===== src/rtl/pe_net_rx_if.sv =====
// ---------------------------------------------------------------------------
// pe_net_rx_if
// Bundles the two handshakes of the PE-side network receive block:
//   sReq / sAck / sData        : router-to-PE word transfer (Req/Ack)
//   rdEn / rdData / rdValid /
//   rdLast                     : first-word-fall-through read port toward
//                                the processor bus logic
// modport slave  : used by pe_net_rx (consumes words, serves reads)
// modport master : used by whoever drives words in and pops words out
// ---------------------------------------------------------------------------
interface pe_net_rx_if #(
  parameter int DATA_WIDTH = 32
);
  logic                  sReq;
  logic                  sAck;
  logic [DATA_WIDTH-1:0] sData;
  logic                  rdEn;
  logic [DATA_WIDTH-1:0] rdData;
  logic                  rdValid;
  logic                  rdLast;

  modport master (
    output sReq, sData, rdEn,
    input  sAck, rdData, rdValid, rdLast
  );

  modport slave (
    input  sReq, sData, rdEn,
    output sAck, rdData, rdValid, rdLast
  );
endinterface


===== src/rtl/pe_net_rx.sv =====
// ---------------------------------------------------------------------------
// pe_net_rx
// Receiving end of the router's PE master port. Words arrive over a Req/Ack
// handshake; the header destination is checked against this node's (X,Y).
// Packets addressed here are stored whole in a word FIFO, misaddressed
// packets are acked and discarded. Only completed packets are offered on the
// first-word-fall-through read port.
// Ports:
//   clk_i        : clock (HCLK)
//   rst_ni       : asynchronous active-low reset
//   bus          : pe_net_rx_if.slave (sReq/sAck/sData, rdEn/rdData/
//                  rdValid/rdLast)
//   pktCount_o   : number of complete packets buffered
//   dropCount_o  : saturating count of misaddressed packets
// ---------------------------------------------------------------------------
module pe_net_rx #(
  parameter int DATA_WIDTH     = 32,
  parameter int MAX_PACKET_LEN = 8,
  parameter int NET_ADDR       = 4,
  parameter int ADDRX          = 0,
  parameter int ADDRY          = 0,
  parameter int FIFO_DEPTH     = 16
) (
  input  logic                            clk_i,
  input  logic                            rst_ni,
  pe_net_rx_if.slave                      bus,
  output logic [$clog2(FIFO_DEPTH+1)-1:0] pktCount_o,
  output logic [7:0]                      dropCount_o
);

  localparam int LW = $clog2(MAX_PACKET_LEN);
  localparam int CW = $clog2(FIFO_DEPTH+1);
  localparam int PW = $clog2(FIFO_DEPTH);

  typedef enum logic [1:0] {HDR, PAY, DROP} state_e;

  state_e                state_q;
  logic [LW-1:0]         remain_q;
  logic                  sAck_q;
  logic [7:0]            dropCount_q;
  logic [PW-1:0]         wrPtr_q;
  logic [PW-1:0]         rdPtr_q;
  logic [CW-1:0]         occ_q;
  logic [CW-1:0]         occ_d;
  logic [CW-1:0]         pktCount_q;
  logic [CW-1:0]         pktCount_d;
  logic [LW-1:0]         rdCnt_q;
  logic [DATA_WIDTH-1:0] mem [FIFO_DEPTH];

  logic                  hdrMatch;
  logic [LW-1:0]         hdrLen;
  logic                  roomOk;
  logic                  capture;
  logic                  wrEn;
  logic                  pktDone;
  logic [DATA_WIDTH-1:0] headWord;
  logic [LW-1:0]         headLen;
  logic                  rdValid;
  logic                  rdLast;
  logic                  popEn;

  // Header decode of the word currently offered by the router.
  assign hdrLen   = bus.sData[16 +: LW];
  assign hdrMatch = (bus.sData[NET_ADDR-1:0] == NET_ADDR'(ADDRX)) &&
                    (bus.sData[2*NET_ADDR-1:NET_ADDR] == NET_ADDR'(ADDRY));

  // A word is taken only when the previous ack pulse is over; words being
  // discarded never need FIFO room, so DROP ignores occupancy. Occupancy is
  // the registered value, so a pop this cycle frees space only next cycle.
  assign roomOk  = (state_q == DROP) || (occ_q < CW'(FIFO_DEPTH));
  assign capture = bus.sReq && !sAck_q && roomOk;
  assign wrEn    = capture && (((state_q == HDR) && hdrMatch) || (state_q == PAY));
  assign pktDone = capture &&
                   (((state_q == HDR) && hdrMatch && (hdrLen == '0)) ||
                    ((state_q == PAY) && (remain_q == LW'(1))));

  // Read side: a zero read counter means the head word is a header.
  assign headWord = mem[rdPtr_q];
  assign headLen  = headWord[16 +: LW];
  assign rdValid  = (pktCount_q != '0);
  assign rdLast   = rdValid && ((rdCnt_q == '0) ? (headLen == '0) : (rdCnt_q == LW'(1)));
  assign popEn    = bus.rdEn && rdValid;

  assign bus.sAck    = sAck_q;
  assign bus.rdData  = headWord;
  assign bus.rdValid = rdValid;
  assign bus.rdLast  = rdLast;
  assign pktCount_o  = pktCount_q;
  assign dropCount_o = dropCount_q;

  // Next occupancy and packet count; a simultaneous increment and decrement
  // cancel out.
  always_comb begin
    occ_d      = occ_q;
    pktCount_d = pktCount_q;
    case ({wrEn, popEn})
      2'b10:   occ_d = occ_q + CW'(1);
      2'b01:   occ_d = occ_q - CW'(1);
      default: occ_d = occ_q;
    endcase
    case ({pktDone, popEn && rdLast})
      2'b10:   pktCount_d = pktCount_q + CW'(1);
      2'b01:   pktCount_d = pktCount_q - CW'(1);
      default: pktCount_d = pktCount_q;
    endcase
  end

  // Write-side packet parser: the ack pulse follows each capture by one
  // cycle; headers decide keep/discard and how many payload words follow.
  always_ff @(posedge clk_i or negedge rst_ni) begin
    if (!rst_ni) begin
      state_q     <= HDR;
      remain_q    <= '0;
      sAck_q      <= 1'b0;
      dropCount_q <= '0;
      wrPtr_q     <= '0;
    end else begin
      sAck_q <= capture;
      if (wrEn) wrPtr_q <= wrPtr_q + PW'(1);
      if (capture) begin
        unique case (state_q)
          HDR: begin
            if (!hdrMatch && (dropCount_q != 8'hFF)) dropCount_q <= dropCount_q + 8'd1;
            if (hdrLen != '0) begin
              remain_q <= hdrLen;
              state_q  <= hdrMatch ? PAY : DROP;
            end
          end
          PAY, DROP: begin
            remain_q <= remain_q - LW'(1);
            if (remain_q == LW'(1)) state_q <= HDR;
          end
          default: state_q <= HDR;
        endcase
      end
    end
  end

  // FIFO storage; contents need no reset because occupancy guards them.
  always_ff @(posedge clk_i) begin
    if (wrEn) mem[wrPtr_q] <= bus.sData;
  end

  // Read pointer, per-packet read counter, occupancy and packet count.
  always_ff @(posedge clk_i or negedge rst_ni) begin
    if (!rst_ni) begin
      rdPtr_q    <= '0;
      rdCnt_q    <= '0;
      occ_q      <= '0;
      pktCount_q <= '0;
    end else begin
      occ_q      <= occ_d;
      pktCount_q <= pktCount_d;
      if (popEn) begin
        rdPtr_q <= rdPtr_q + PW'(1);
        rdCnt_q <= (rdCnt_q == '0) ? headLen : (rdCnt_q - LW'(1));
      end
    end
  end

endmodule


===== src/flat_wrapper.sv =====
// flat-port wrapper written by rule: the top's interface ports become plain ports
module pe_net_rx_flat 
#(
  parameter int DATA_WIDTH     = 32,
  parameter int MAX_PACKET_LEN = 8,
  parameter int NET_ADDR       = 4,
  parameter int ADDRX          = 0,
  parameter int ADDRY          = 0,
  parameter int FIFO_DEPTH     = 16
)
  (clk_i, rst_ni, pktCount_o, dropCount_o, bus_sReq, bus_sData, bus_rdEn, bus_sAck, bus_rdData, bus_rdValid, bus_rdLast);
  pe_net_rx_if #(.DATA_WIDTH(DATA_WIDTH)) bus_i ();
  input  logic clk_i;
  input  logic rst_ni;
  output logic [$clog2(FIFO_DEPTH+1)-1:0] pktCount_o;
  output logic [7:0] dropCount_o;
  input wire logic [$bits(bus_i.sReq)-1:0] bus_sReq;
  input wire logic [$bits(bus_i.sData)-1:0] bus_sData;
  input wire logic [$bits(bus_i.rdEn)-1:0] bus_rdEn;
  output wire logic [$bits(bus_i.sAck)-1:0] bus_sAck;
  output wire logic [$bits(bus_i.rdData)-1:0] bus_rdData;
  output wire logic [$bits(bus_i.rdValid)-1:0] bus_rdValid;
  output wire logic [$bits(bus_i.rdLast)-1:0] bus_rdLast;
  assign bus_i.sReq = bus_sReq;
  assign bus_i.sData = bus_sData;
  assign bus_i.rdEn = bus_rdEn;
  assign bus_sAck = bus_i.sAck;
  assign bus_rdData = bus_i.rdData;
  assign bus_rdValid = bus_i.rdValid;
  assign bus_rdLast = bus_i.rdLast;
  pe_net_rx #(.DATA_WIDTH(DATA_WIDTH), .MAX_PACKET_LEN(MAX_PACKET_LEN), .NET_ADDR(NET_ADDR), .ADDRX(ADDRX), .ADDRY(ADDRY), .FIFO_DEPTH(FIFO_DEPTH)) u_core (.clk_i(clk_i), .rst_ni(rst_ni), .bus(bus_i), .pktCount_o(pktCount_o), .dropCount_o(dropCount_o));
endmodule

===== config.mk =====
export PLATFORM = sky130hd
export DESIGN_NAME = pe_net_rx_flat
export DESIGN_NICKNAME = d
export VERILOG_FILES = /design/src/rtl/pe_net_rx_if.sv /design/src/rtl/pe_net_rx.sv /design/src/flat_wrapper.sv
export SDC_FILE = /design/constraint.sdc
export NUM_CORES = 1
export LEC_CHECK = 0
export CAP_MARGIN = 30
export CELL_PAD_IN_SITES_DETAIL_PLACEMENT = 0
export CELL_PAD_IN_SITES_GLOBAL_PLACEMENT = 2
export CORE_ASPECT_RATIO = 1.5
export CORE_MARGIN = 2
export CORE_UTILIZATION = 52
export CTS_CLUSTER_SIZE = 10
export DETAILED_ROUTE_END_ITERATION = 16
export PLACE_DENSITY_LB_ADDON = 0.1
export SKIP_LAST_GASP = 1
export SYNTH_ARGS = -nofsm -noshare
export SYNTH_HDL_FRONTEND = slang
export SYNTH_SLANG_ARGS = --single-unit

===== constraint.sdc =====
create_clock -name clk_i -period 6.15 [get_ports clk_i]
set_input_delay 1.845 -clock clk_i [delete_from_list [all_inputs] [get_ports clk_i]]
set_output_delay 1.845 -clock clk_i [all_outputs]
set_load 0.05 [all_outputs]

Figure 1. Placement by cell class.
Fill, decap, tap and diode cells in grey.
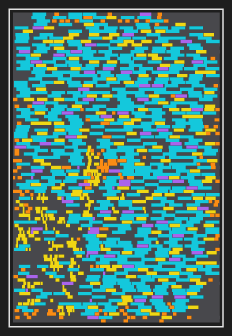
colour	class	cells	share of their area
orange	remaining buffers and delay cells	127	5.2%
cyan	registers	547	68%
purple	clock drivers and dummy loads	72	6.6%
yellow	remaining logic cells	357	21%

Figure 2. Wiring by layer.
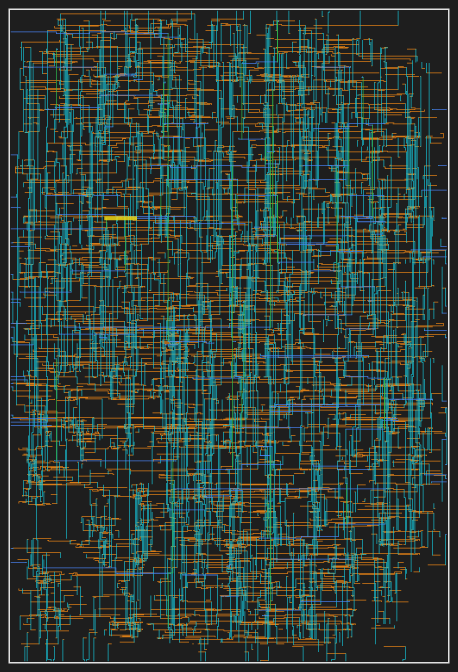
colour	layer	wire length
yellow	M5	11.0 um
blue	M3	1860 um
green	M4	915 um
orange	M1	17400 um
cyan	M2	23.3 mm

==> results.sh <==
# physical design summary
export IMPL_rows=91
export IMPL_required_arrival_time_at_the_worst_endpoint_ns=4.30
export IMPL_power_share_combinational_pct=32.8
export IMPL_warning_count=33
export IMPL_timing_hold_worst_start="u_core.occ_q[4]$_DFFE_PN0P_"
export IMPL_synthMostInstantiatedCell="sky130_fd_sc_hd__edfxtp_1"
export IMPL_n_antenna_cell=0
export IMPL_drt_wirelength_per_cell_um=27.0
export IMPL_layout_nonclk_buf_share_pct=5.09
export IMPL_status="finished, final reports clean"
export IMPL_logic_area_um2=4860
export IMPL_synth_mux_area_fraction_pct=16.9
export IMPL_vdd_ir_drop_max_uv=388
export IMPL_vias_per_cell=6.03
export IMPL_dp_cells=1542
export IMPL_detail_route_iter0_violations=719
export IMPL_met2_usage_pct=36.6
export IMPL_power_switching_mw=3.58
export IMPL_enable_flop_cells=512
export IMPL_n_clock_buffer=70
export IMPL_cts_htree_levels=2
export IMPL_place_port_buffers=83
export IMPL_detail_route_antenna_nets=0
export IMPL_clock_latency_ns=0.59
export IMPL_grt_pass1_wl_mm=66.3
export IMPL_crit_buf_inv=2
export IMPL_worst_slack_ns=0.487
